## src/rtl/lc3b_types.sv

```systemverilog
// Shared LC-3b processor types: opcodes, ROB tags, CDB broadcast word and
// reservation-station entry states.
package lc3b_types;

  localparam int unsigned DataWidth = 16;
  localparam int unsigned TagWidth  = 3;

  typedef logic [TagWidth-1:0]  lc3b_rob_addr;
  typedef logic [DataWidth-1:0] lc3b_word;

  typedef enum logic [3:0] {
    op_br   = 4'b0000,
    op_add  = 4'b0001,
    op_ldb  = 4'b0010,
    op_stb  = 4'b0011,
    op_jsr  = 4'b0100,
    op_and  = 4'b0101,
    op_ldr  = 4'b0110,
    op_str  = 4'b0111,
    op_rti  = 4'b1000,
    op_not  = 4'b1001,
    op_ldi  = 4'b1010,
    op_sti  = 4'b1011,
    op_jmp  = 4'b1100,
    op_shf  = 4'b1101,
    op_lea  = 4'b1110,
    op_trap = 4'b1111
  } lc3b_opcode;

  typedef struct packed {
    logic         valid;
    lc3b_rob_addr tag;
    lc3b_word     data;
  } CDB;

  typedef enum logic [1:0] {
    FREE = 2'd0,
    WAIT = 2'd1,
    EXEC = 2'd2
  } rs_state_t;

endpackage

```

## src/rtl/rs_entry.sv

```systemverilog
// One ALU reservation-station entry: issue-time field writes, CDB operand
// snooping and the FREE -> WAIT -> EXEC -> FREE lifecycle.
module rs_entry
  import lc3b_types::*;
#(
  parameter int unsigned DataWidth = 16,
  parameter int unsigned TagWidth  = 3
) (
  input  logic                 clk_i,
  input  logic                 rst_i,
  input  logic                 sel_i,
  input  logic                 ld_busy_dest_i,
  input  logic                 ld_vj_i,
  input  logic                 ld_vk_i,
  input  logic                 ld_qj_i,
  input  logic                 ld_qk_i,
  input  logic                 ld_validj_i,
  input  logic                 ld_validk_i,
  input  lc3b_opcode           op_i,
  input  logic [DataWidth-1:0] vj_i,
  input  logic [DataWidth-1:0] vk_i,
  input  logic [TagWidth-1:0]  qj_i,
  input  logic [TagWidth-1:0]  qk_i,
  input  logic [TagWidth-1:0]  dest_i,
  input  logic                 validj_i,
  input  logic                 validk_i,
  input  logic                 cdb_valid_i,
  input  logic [TagWidth-1:0]  cdb_tag_i,
  input  logic [DataWidth-1:0] cdb_data_i,
  input  logic                 dispatch_i,
  input  logic                 complete_i,
  output logic                 busy_o,
  output logic                 ready_o,
  output lc3b_opcode           op_o,
  output logic [DataWidth-1:0] vj_o,
  output logic [DataWidth-1:0] vk_o,
  output logic [TagWidth-1:0]  dest_o
);

  rs_state_t            state_q, state_d;
  lc3b_opcode           op_q, op_d;
  logic [DataWidth-1:0] vj_q, vj_d, vk_q, vk_d;
  logic [TagWidth-1:0]  qj_q, qj_d, qk_q, qk_d, dest_q, dest_d;
  logic                 validj_q, validj_d, validk_q, validk_d;
  logic                 wr_en;

  // Writes to a non-FREE entry are protocol errors and are dropped.
  assign wr_en = sel_i && (state_q == FREE);

  always_comb begin
    state_d  = state_q;
    op_d     = op_q;
    vj_d     = vj_q;
    vk_d     = vk_q;
    qj_d     = qj_q;
    qk_d     = qk_q;
    validj_d = validj_q;
    validk_d = validk_q;
    dest_d   = dest_q;

    if (wr_en) begin
      if (ld_busy_dest_i) begin
        state_d = WAIT;
        op_d    = op_i;
        dest_d  = dest_i;
      end
      if (ld_vj_i)     vj_d     = vj_i;
      if (ld_vk_i)     vk_d     = vk_i;
      if (ld_qj_i)     qj_d     = qj_i;
      if (ld_qk_i)     qk_d     = qk_i;
      if (ld_validj_i) validj_d = validj_i;
      if (ld_validk_i) validk_d = validk_i;
    end

    // Snoop against post-issue fields so a same-cycle broadcast is not missed.
    if (state_d == WAIT && cdb_valid_i) begin
      if (!validj_d && cdb_tag_i == qj_d) begin
        vj_d     = cdb_data_i;
        validj_d = 1'b1;
      end
      if (!validk_d && cdb_tag_i == qk_d) begin
        vk_d     = cdb_data_i;
        validk_d = 1'b1;
      end
    end

    if (dispatch_i && state_q == WAIT) state_d = EXEC;
    if (complete_i && state_q == EXEC) state_d = FREE;
  end

  always_ff @(posedge clk_i) begin
    if (rst_i) begin
      state_q  <= FREE;
      op_q     <= op_br;
      vj_q     <= '0;
      vk_q     <= '0;
      qj_q     <= '0;
      qk_q     <= '0;
      validj_q <= 1'b0;
      validk_q <= 1'b0;
      dest_q   <= '0;
    end else begin
      state_q  <= state_d;
      op_q     <= op_d;
      vj_q     <= vj_d;
      vk_q     <= vk_d;
      qj_q     <= qj_d;
      qk_q     <= qk_d;
      validj_q <= validj_d;
      validk_q <= validk_d;
      dest_q   <= dest_d;
    end
  end

  assign busy_o  = (state_q != FREE);
  assign ready_o = (state_q == WAIT) && validj_q && validk_q;
  assign op_o    = op_q;
  assign vj_o    = vj_q;
  assign vk_o    = vk_q;
  assign dest_o  = dest_q;

endmodule

```

## src/rtl/alu_reservation_station.sv

```systemverilog
// ALU reservation-station bank: per-entry CDB snooping, lowest-index ready
// dispatch into an ADD/AND/NOT ALU, and a one-deep result register for the CDB.
module alu_reservation_station
  import lc3b_types::*;
#(
  parameter int unsigned data_width  = 16,
  parameter int unsigned tag_width   = 3,
  parameter int unsigned num_entries = 3
) (
  input  logic                  clk,
  input  logic                  rst,
  input  logic [2:0]            res_station_id,
  input  lc3b_opcode            res_op_in,
  input  logic [data_width-1:0] res_Vj,
  input  logic [data_width-1:0] res_Vk,
  input  logic [tag_width-1:0]  res_Qj,
  input  logic [tag_width-1:0]  res_Qk,
  input  logic [tag_width-1:0]  res_dest,
  input  logic                  res_validJ,
  input  logic                  res_validK,
  input  logic                  issue_ld_busy_dest,
  input  logic                  issue_ld_Vj,
  input  logic                  issue_ld_Vk,
  input  logic                  issue_ld_Qj,
  input  logic                  issue_ld_Qk,
  input  logic                  issue_ld_validJ,
  input  logic                  issue_ld_validK,
  input  CDB                    CDB_in,
  input  logic                  cdb_grant,
  output logic                  alu_res1_busy,
  output logic                  alu_res2_busy,
  output logic                  alu_res3_busy,
  output logic                  cdb_req,
  output logic [tag_width-1:0]  cdb_tag,
  output logic [data_width-1:0] cdb_data
);

  logic [num_entries-1:0] busy, ready, sel_onehot, dispatch;
  lc3b_opcode             ent_op   [num_entries];
  logic [data_width-1:0]  ent_vj   [num_entries];
  logic [data_width-1:0]  ent_vk   [num_entries];
  logic [tag_width-1:0]   ent_dest [num_entries];

  logic                  req_q;
  logic [tag_width-1:0]  tag_q;
  logic [data_width-1:0] data_q;

  logic                  found, do_dispatch, complete;
  lc3b_opcode            sel_op;
  logic [data_width-1:0] sel_vj, sel_vk, alu_res;
  logic [tag_width-1:0]  sel_dest;

  assign complete    = req_q && cdb_grant;
  assign do_dispatch = found && (!req_q || cdb_grant);
  assign dispatch    = sel_onehot & {num_entries{do_dispatch}};

  for (genvar g = 0; g < num_entries; g++) begin : g_entry
    rs_entry #(
      .DataWidth(data_width),
      .TagWidth (tag_width)
    ) u_entry (
      .clk_i         (clk),
      .rst_i         (rst),
      .sel_i         (res_station_id == 3'(g)),
      .ld_busy_dest_i(issue_ld_busy_dest),
      .ld_vj_i       (issue_ld_Vj),
      .ld_vk_i       (issue_ld_Vk),
      .ld_qj_i       (issue_ld_Qj),
      .ld_qk_i       (issue_ld_Qk),
      .ld_validj_i   (issue_ld_validJ),
      .ld_validk_i   (issue_ld_validK),
      .op_i          (res_op_in),
      .vj_i          (res_Vj),
      .vk_i          (res_Vk),
      .qj_i          (res_Qj),
      .qk_i          (res_Qk),
      .dest_i        (res_dest),
      .validj_i      (res_validJ),
      .validk_i      (res_validK),
      .cdb_valid_i   (CDB_in.valid),
      .cdb_tag_i     (CDB_in.tag),
      .cdb_data_i    (CDB_in.data),
      .dispatch_i    (dispatch[g]),
      .complete_i    (complete),
      .busy_o        (busy[g]),
      .ready_o       (ready[g]),
      .op_o          (ent_op[g]),
      .vj_o          (ent_vj[g]),
      .vk_o          (ent_vk[g]),
      .dest_o        (ent_dest[g])
    );
  end

  // Lowest-index ready entry wins.
  always_comb begin
    found      = 1'b0;
    sel_onehot = '0;
    sel_op     = ent_op[0];
    sel_vj     = ent_vj[0];
    sel_vk     = ent_vk[0];
    sel_dest   = ent_dest[0];
    for (int i = 0; i < int'(num_entries); i++) begin
      if (ready[i] && !found) begin
        found         = 1'b1;
        sel_onehot[i] = 1'b1;
        sel_op        = ent_op[i];
        sel_vj        = ent_vj[i];
        sel_vk        = ent_vk[i];
        sel_dest      = ent_dest[i];
      end
    end
  end

  always_comb begin
    case (sel_op)
      op_add:  alu_res = sel_vj + sel_vk;
      op_and:  alu_res = sel_vj & sel_vk;
      op_not:  alu_res = ~sel_vj;
      default: alu_res = sel_vj;
    endcase
  end

  always_ff @(posedge clk) begin
    if (rst) begin
      req_q  <= 1'b0;
      tag_q  <= '0;
      data_q <= '0;
    end else if (do_dispatch) begin
      req_q  <= 1'b1;
      tag_q  <= sel_dest;
      data_q <= alu_res;
    end else if (complete) begin
      req_q  <= 1'b0;
    end
  end

  assign cdb_req       = req_q;
  assign cdb_tag       = tag_q;
  assign cdb_data      = data_q;
  assign alu_res1_busy = busy[0];
  assign alu_res2_busy = busy[1];
  assign alu_res3_busy = busy[2];

endmodule

```

## config.mk

```make
export PLATFORM = sky130hd
export DESIGN_NAME = alu_reservation_station
export DESIGN_NICKNAME = d
export VERILOG_FILES = /design/src/rtl/lc3b_types.sv /design/src/rtl/rs_entry.sv /design/src/rtl/alu_reservation_station.sv
export SDC_FILE = /design/constraint.sdc
export NUM_CORES = 1
export LEC_CHECK = 0
export CAP_MARGIN = 20
export CORE_MARGIN = 2
export CORE_UTILIZATION = 40
export CTS_BUF_LIST = sky130_fd_sc_hd__clkbuf_16
export DETAILED_ROUTE_END_ITERATION = 10
export HOLD_SLACK_MARGIN = 0.03
export PLACE_DENSITY = 0.63
export SLEW_MARGIN = 10
export SYNTH_ARGS = -nofsm -noshare
export SYNTH_HDL_FRONTEND = slang
export SYNTH_SLANG_ARGS = --single-unit
```

## constraint.sdc

```tcl
create_clock -name clk -period 6.68 [get_ports clk]
set_clock_uncertainty 0.1 [all_clocks]
set_input_delay 1.336 -clock clk [delete_from_list [all_inputs] [get_ports clk]]
set_output_delay 1.336 -clock clk [all_outputs]
set_load 0.05 [all_outputs]
```

==> run_1/m3.png <==
Scale: 2 px per um. Cells faint in the background.
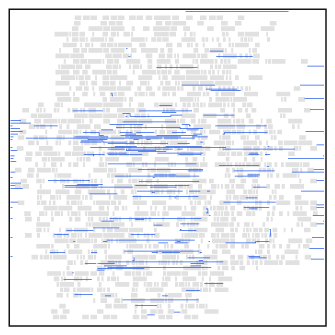
- longest straight run: 67.6 um
- wire length on this layer: 2230 um
detailed-route wire length: 29.77 mm
total via count in the routed design: 9290

==> run_1/m2.png <==
Scale: 2 px per um.
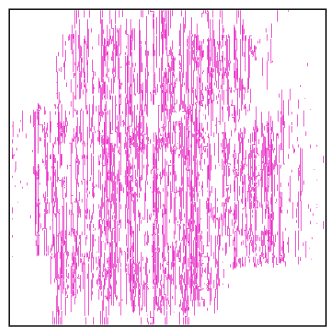
- share of all routed wire: 46%
- longest straight run: 61.9 um
- wire length on this layer: 13700 um
- main direction: vertical

==> run_1/layers.png <==
Scale: 2 px per um.
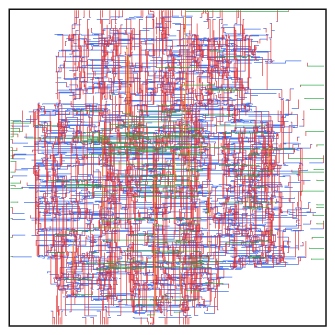
- M2: red (wire length 13700 um)
- M1: blue (wire length 13500 um)
- M4: orange (wire length 421 um)
- M3: green (wire length 2230 um)

==> run_1/floorplan.png <==
Scale: 2 px per um. Pins as bars on the die edge. Tap cells in gray.
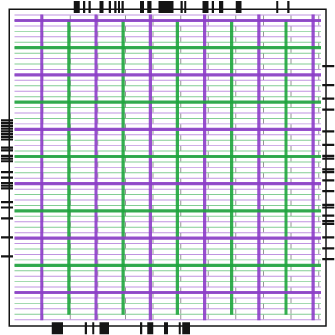
- VSS: purple
- VDD: green
- signal pins: 103
- met1 rails: 57
- rows: 56

==> reports/summary.json, run 1 <==
{
  "outcome": "finished, final reports clean",
  "drt-pass1-iter-count": 6,
  "first_global_vias": 8682,
  "setup_ws_ns": 1.891,
  "power_switching_share_pct": 25.78,
  "least_margin_pin_slew_ns": 1.038,
  "hold_viol_final": 0,
  "edf_count": 0,
  "clockBufferDepth": 2,
  "synthesis.area_um2": 9434,
  "maxClockFrequency_ghz": 0.2088,
  "globalRouteMet1Util_pct": 34.11,
  "yosys_warnings": 0,
  "seq_pwr_share_pct": 44.9,
  "power.total_uw": 2299,
  "timing.final.max_slew_violations": 0,
  "antenna_found_initial": 0,
  "worstSetupEndpointType": "flip-flop",
  "rsz_0062_raised_after_global_routing": "false",
  "wire_length_of_the_first_global_routing_pass_mm": 47.13,
  "holdCritPathClass": "reg2reg",
  "fin_setup_tns_ns": 0,
  "cp_data_required_time_ns": 6.92,
  "r2r_end": "cdb_data[14]",
  "yosys-top-cells-area": "dfxtp_1 35%, a311oi_1 9.0%, nor2_1 6.8%",
  "post_drt_via_cell_ratio": 5.839,
  "routed-wl-met3_mm": 2.225,
  "met1Wirelength_mm": 13.48,
  "drt_wl_cell_um": 18.71,
  "initCoreUtil_pct": 40.43,
  "cp_max_fo": 29,
  "synth.yosys.chip_area_um2": 9434,
  "worst_path_dominant_cell_family": "simple AND/OR/NAND/NOR gates",
  "cp.buffers_inverters": 2,
  "drc_errors": 0,
  "floorplan_die_area_um2": 24830,
  "yosys_register_bits": 167
}
## run 1: final cells by class
cell class	count	area (um2)	share of cell area, %
multi-input combinational	931	5624	49.98
tap	319	399.1	3.547
inverter	19	71.32	0.6338
clock buffer	17	425.4	3.780
sequential	167	3343	29.71
timing repair buffer	123	1211	10.76
clock inverter	15	178.9	1.590
## run 1: cells by family after synthesis
logic type | after synthesis | share of synthesized area, %
and+or+nand+nor | 540 | 26.39
AOI/OAI and AO/OA | 293 | 22.45
DFF | 167 | 35.44
buffers and inverters | 115 | 5.000
muxes | 47 | 4.987
xor gates and xnor gates | 34 | 3.395
adders and majority gates | 17 | 2.334
## run 1: metrics by stage
step	util (%)	instances
floorplan	-	1213
global placement	45.39	1556
detailed placement	45.58	1558
CTS	48.17	1590
global route	48.23	1591
finish	48.23	1591
## run 1: how the worst max path moves through the flow
stage | start | to | slack, ns | depth (start not counted)
after floorplan | g_entry[1].u_entry.state_q[1] | cdb_data[14] | 2.62 | 17
after global placement | res_station_id[0] | g_entry[0].u_entry.vj_o[12] | 1.52 | 8
after detailed placement | res_station_id[1] | g_entry[2].u_entry.vj_o[13] | 1.48 | 8
after CTS | res_station_id[1] | g_entry[2].u_entry.vj_o[13] | 1.94 | 8
after global routing | g_entry[2].u_entry.state_q[1] | cdb_data[14] | 1.67 | 12
final | g_entry[2].u_entry.state_q[1] | cdb_data[14] | 1.89 | 12
## run 1: power groups by stage
stage	sequential (uW)	combinational (uW)	clock, uW
final	1030	238	1030
after detailed placement	1050	235	0
after global placement	1050	234	0
after floorplan	1050	127	0
after global routing	1030	256	1080
after CTS	1030	236	1040
==> run_1/clock_nets.png <==
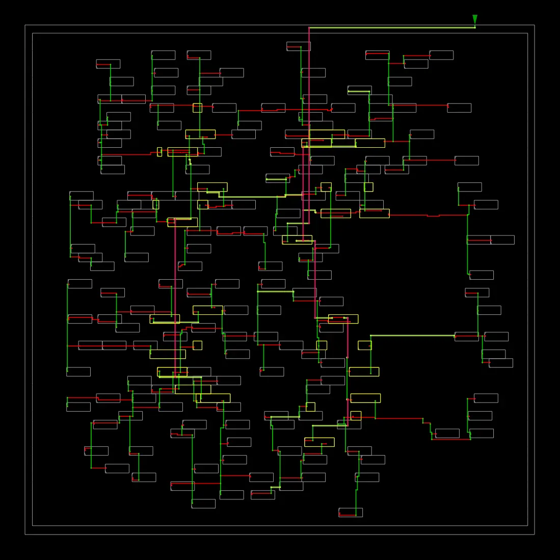

## Run 2: what changed since run 1
- clock period: 6.68 -> 4.55 ns (I/O delays scaled with it)
==> run_2/clock_nets.png <==
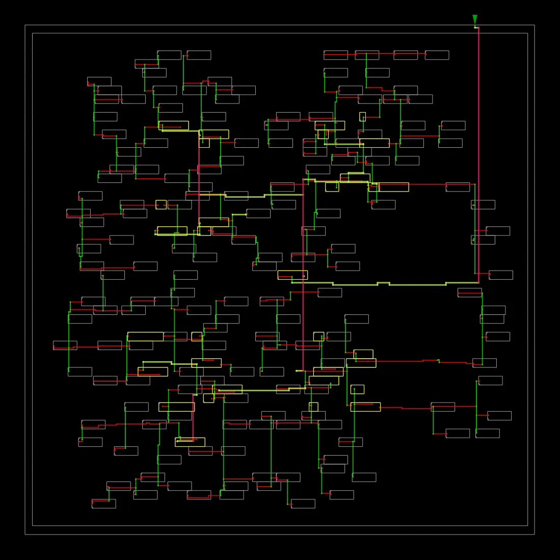
clock insertion delay at the later pin of the skew report: 0.44 ns
clock tree buffer count of the final layout: 17
total CTS buffers: 17

==> run_2/layers.png <==
Scale: 2 px per um.
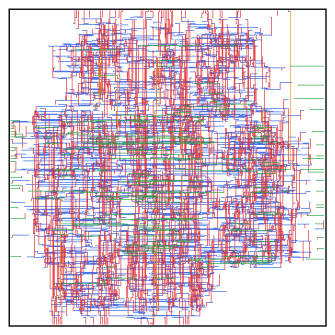
- M3: green (wire length 2310 um)
- M1: blue (wire length 14200 um)
- M2: red (wire length 13500 um)
- M4: orange (wire length 442 um)

==> reports/summary.json, run 2 <==
{
  "hold_viol_final": {"value": 0, "change": "unchanged"},
  "edf_count": {"value": 0, "change": "unchanged"},
  "fin_setup_tns": {"value": 0, "unit": "ns", "change": "unchanged"},
  "crit_path_end": "cdb_data[15]",
  "place.detailed.instances": {"value": 1575, "change": "+1.1%"},
  "floorplan_die_area": {"value": 24830, "unit": "um2", "change": "unchanged"},
  "yosys_warnings": {"value": 0, "change": "unchanged"},
  "finish.utilization": {"value": 48.67, "unit": "%", "change": "+0.44 points"},
  "globalRouteOverflowTotal": 0,
  "wire_length_of_the_first_global_routing_pass": {"value": 47.82, "unit": "mm", "change": "+1.5%"},
  "r2r_end": "cdb_data[15]",
  "net-switching-power_uw": 913.9,
  "grt_start_max_net_pins": 96,
  "rsz_0062_raised_after_global_routing": "false",
  "clockBufferDepth": {"value": 2, "change": "unchanged"},
  "power.total": {"value": 3391, "unit": "uW", "change": "+47%"},
  "seq_pwr_share": {"value": 44.7, "unit": "%", "change": "-0.2 points"},
  "drt_wl_cell": {"value": 18.90, "unit": "um", "change": "+0.98%"},
  "crit_path_start": "g_entry[2].u_entry.state_q[0]",
  "initCoreUtil": {"value": 40.43, "unit": "%", "change": "unchanged"},
  "drt_wl_total": {"value": 30.37, "unit": "mm", "change": "+2.0%"},
  "cts.sink_count": 167,
  "first_global_vias": {"value": 8709, "change": "+0.31%"},
  "dr_total_vias": {"value": 9443, "change": "+1.6%"},
  "maxClockFrequency": {"value": 0.2466, "unit": "GHz", "change": "+18%"},
  "yosys-top-cells-area": "dfxtp_1 35%, a311oi_1 9.0%, nor2_1 6.8%",
  "power_switching_share": {"value": 26.95, "unit": "%", "change": "+1.2 points"},
  "least_margin_pin_slew": {"value": 1.133, "unit": "ns", "change": "+0.09527 ns"},
  "post_drt_via_cell_ratio": {"value": 5.876, "change": "+0.63%"},
  "yosys_register_bits": {"value": 167, "change": "unchanged"},
  "cp_data_required_time": {"value": 4.72, "unit": "ns", "change": "-2.20 ns"},
  "holdCritPathClass": "reg2reg",
  "drt-pass1-iter-count": {"value": 5, "change": "-1"},
  "outcome": "finished, final reports clean",
  "routed-wl-met3": {"value": 2.305, "unit": "mm", "change": "+3.6%"},
  "drc_errors": {"value": 0, "change": "unchanged"},
  "met1Wirelength": {"value": 14.16, "unit": "mm", "change": "+5.1%"},
  "cp_max_fo": {"value": 12, "change": "-59%"}
}
==> run_2/m3.png <==
Scale: 2 px per um. Cells faint in the background.
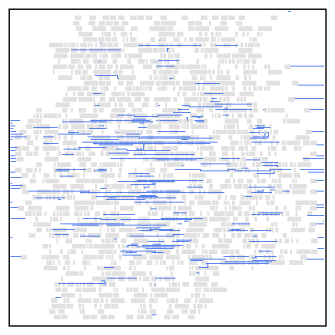
- main direction: horizontal
- nets with wire on the layer: 156
- share of all routed wire: 7.6%
- wire length on this layer: 2310 um
- longest straight run: 71.8 um

[run 2: cell count changes in the layout (fill, tap and decap cells not counted), sizes merged]
cell      change
clkinvlp      -3
inv           +5
bufinv        -1
clkinv        -1
buf          +16
[run 2: metal layers]
metal  vias to the layer above  global-route usage, %
li1                       4543                      -
met1                      4460                  34.99
met2                       410                  38.22
met3                        30                  4.106
met4                         0                  6.580
met5                         -                      0
[run 2: final cells by class]
type,count,area [um2]
Clock buffer,17,425.4
Clock inverter,15,183.9
Fill cell,2314,11980
Inverter,19,71.32
Multi-Input combinational cell,931,5624
Sequential cell,167,3343
Tap cell,319,399.1
Timing Repair Buffer,139,1309
[run 2: critical path: stages, from the launching register on]
cell and delay (ns):
dfxtp_1 0.39, and4b_4 0.42, nand2_1 0.25, o22a_1 0.25, o22ai_1 0.31, inv_1 0.14
ha_1 0.24, a21o_1 0.18, a21o_1 0.17, a21o_1 0.19, a21o_1 0.19, a21o_1 0.17
a21o_1 0.19, a21o_1 0.15, a211o_1 0.30, a31oi_1 0.17, nor4_1 0.06
[run 2: cells by family after synthesis]
kind of cell | share of synthesized area, %
multiplexers | 4.987
adder cells (fa/ha/maj) | 2.334
AND/OR/NAND/NOR | 26.39
XOR/XNOR | 3.395
flip-flops | 35.44
buffers and inverters | 5.000
AND-OR/OR-AND | 22.45
[run 2: power groups by stage]
stage | logic (uW) | clock network (uW) | registers, uW
6_report | 359 | 1520 | 1520
5_1_grt | 385 | 1590 | 1520
4_1_cts | 354 | 1530 | 1510
3_5_place_dp | 352 | 0 | 1550
3_3_place_gp | 351 | 0 | 1550
2_1_floorplan | 186 | 0 | 1540
==> run_2/floorplan.png <==
Scale: 2 px per um. Pins as bars on the die edge. Tap cells in gray.
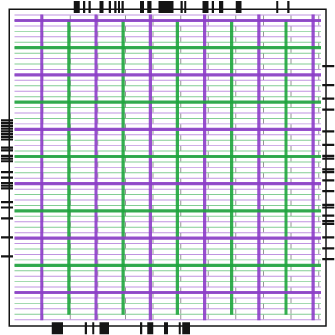

## Run 3: what changed since run 2
- clock period: 4.55 -> 3.86 ns (I/O delays scaled with it)
==> run_3/floorplan.png <==
Scale: 2 px per um. Pins as bars on the die edge. Tap cells in gray.
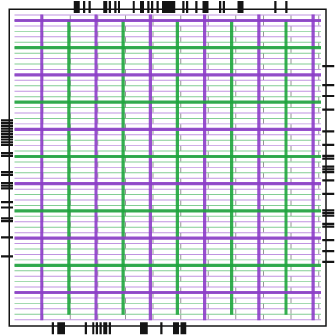
- VDD: green
- VSS: purple
- met5 straps: 11
- met1 rails: 57
- signal pins: 103
- rows: 56
placeable core area: 23330 um2
floorplan die width: 157.6 um
peak supply drop: 0.2454 mV
height of the chip: 157.6 um

==> run_3/clock_nets.png <==
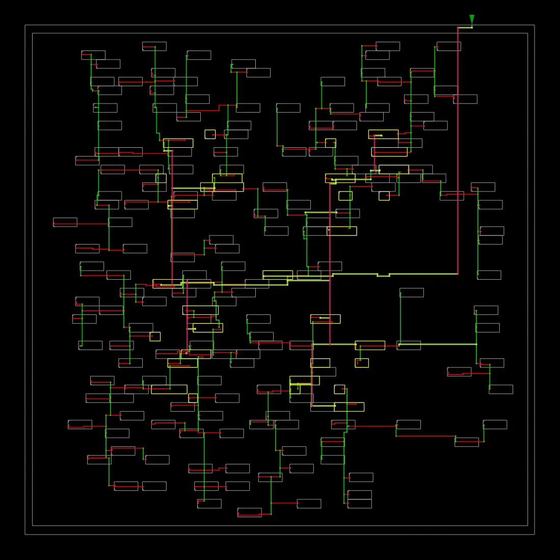
clock insertion delay at the later pin of the skew report: 0.43 ns
clock sink count: 167
Clk. pwr: 1860 uW

==> reports/summary.json, run 3 <==
{
  "power.total": {"value": 4083, "unit": "uW", "change": "+20%"},
  "cp_max_fo": {"value": 8, "change": "-4"},
  "grt_start_max_net_pins": {"value": 81, "change": "-16%"},
  "wire_length_of_the_first_global_routing_pass": {"value": 50.08, "unit": "mm", "change": "+4.7%"},
  "fin_setup_tns": {"value": 0, "unit": "ns", "change": "unchanged"},
  "post_drt_via_cell_ratio": {"value": 5.884, "change": "+0.14%"},
  "hold_viol_final": {"value": 0, "change": "unchanged"},
  "cp_slowest_cell": "dfxtp_1",
  "finish.utilization": {"value": 50.74, "unit": "%", "change": "+2.1 points"},
  "post_synth_mux_area_share": {"value": 4.987, "unit": "%", "change": "unchanged"},
  "drt_wl_total": {"value": 31.48, "unit": "mm", "change": "+3.7%"},
  "worstPathArrival_ns": 3.89,
  "leakage_uw": 0.004581,
  "synth-compound-area-share": {"value": 22.45, "unit": "%", "change": "unchanged"},
  "clockBufferDepth": {"value": 2, "change": "unchanged"},
  "initCoreUtil": {"value": 40.43, "unit": "%", "change": "unchanged"},
  "edf_count": {"value": 0, "change": "unchanged"},
  "yosys-top-cells-area": "dfxtp_1 35%, a311oi_1 9.0%, nor2_1 6.8%",
  "yosys_register_bits": {"value": 167, "change": "unchanged"},
  "max_stage_delay": {"value": 0.34, "unit": "ns", "change": "-0.08 ns"},
  "outcome": "finished, final reports clean",
  "drtIter0Drc": 915,
  "crit_path_cell_trace": "buf_4, nand4b_1, buf_4, buf_6, o21ai_4, and2_2, nor2_4, inv_1, ha_1, a21o_1, a21o_1, a21o_1, a21o_1, a21o_1, a21o_1, a21o_1, a211o_1, a31oi_1, nor4_1",
  "drc_errors": {"value": 0, "change": "unchanged"},
  "share_of_final_layout_standard_cells_stronger_than_drive_strength_1_pct": 11.71,
  "dr_total_vias": {"value": 9715, "change": "+2.9%"},
  "numCtsBuffers": {"value": 17, "change": "unchanged"},
  "place.detailed.instances": {"value": 1616, "change": "+2.6%"},
  "timing.critical_path.mode_cell": "a21o_1",
  "first_global_vias": {"value": 9111, "change": "+4.6%"},
  "synthXorXnorAreaFrac": {"value": 3.395, "unit": "%", "change": "unchanged"},
  "floorplan_die_area": {"value": 24830, "unit": "um2", "change": "unchanged"},
  "synth-adder-area-share": {"value": 2.334, "unit": "%", "change": "unchanged"},
  "drt_wl_cell": {"value": 19.07, "unit": "um", "change": "+0.89%"},
  "yosys-dominant-comb-family": "simple AND/OR/NAND/NOR gates",
  "holdCritPathClass": "reg2reg",
  "num_antenna_cells": 0,
  "maxCapViolations": 0,
  "drt-pass1-iter-count": {"value": 6, "change": "+1"},
  "yosys_warnings": {"value": 0, "change": "unchanged"},
  "least_margin_pin_slew": {"value": 0.8210, "unit": "ns", "change": "-0.3119 ns"},
  "globalRouteOverflowTotal": {"value": 0, "change": "unchanged"},
  "maxClockFrequency": {"value": 0.2708, "unit": "GHz", "change": "+9.8%"},
  "rsz_0062_raised_after_global_routing": "false",
  "cp_data_required_time": {"value": 4.06, "unit": "ns", "change": "-0.66 ns"}
}
==> run_3/layers.png <==
Scale: 2 px per um.
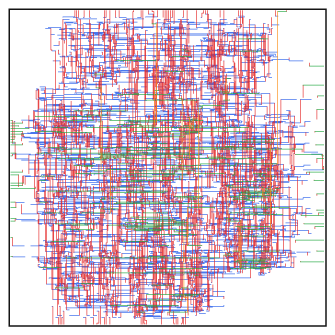
- M2: red (wire length 14100 um)
- M1: blue (wire length 14000 um)
- M4: orange (wire length 508 um)
- M3: green (wire length 2890 um)

## run 3: cell counts after synthesis
Identical to the previous run, type by type.
## run 3: area by class of cell
type                       count  area, um2
clock buffer                  17      425.4
clock inverter                15      209.0
fill                        2201      11490
inverter                      19      71.32
multi-input combinational    931       5682
sequential                   167       3343
tap                          319      399.1
timing repair buffer         183       1709
## run 3: path summary, 6_finish.rpt
| path | startpoint | endpoint | slack (ns) | depth (start not counted) |
|---|---|---|---|---|
| worst max-delay path | g_entry[0].u_entry.state_q[1] | cdb_data[15] | 0.17 | 19 |
| worst min-delay path | g_entry[2].u_entry.dest_o[1] | g_entry[2].u_entry.dest_o[1] | 0.36 | 2 |
| worst max register to register | g_entry[0].u_entry.state_q[1] | cdb_data[15] | 0.17 | 19 |
| worst min register to register | g_entry[2].u_entry.dest_o[1] | g_entry[2].u_entry.dest_o[1] | 0.36 | 2 |
## run 3: power breakdown
part | leakage, uW | internal, uW | switching [uW]
logic | 0.00292 | 183 | 255
clock network | 0.000308 | 1050 | 804
registers | 0.00135 | 1760 | 25.4
## run 3: routing by layer
layer	routed length (um)	global-route usage [%]
met1	14020	36.53
met2	14060	39.26
met3	2886	5.201
met4	507	7.446
met5	0	0
## run 3: cells by family (layout without fill, tap and decap cells)
kind of cell | after synthesis | count (layout)
XOR/XNOR | 34 | 34
flip-flops | 167 | 167
adder cells (fa/ha/maj) | 17 | 17
multiplexers | 47 | 47
buffers and inverters | 115 | 234
AND/OR/NAND/NOR | 540 | 540
AND-OR/OR-AND | 293 | 293
## run 3: repair_timing
item                       4_1_cts  5_1_grt
setup endpoints to repair        0        7
gates resized                    0       19
buffers inserted                 0        3
Power figures rest on the tool's default switching activity, not on a simulated workload.
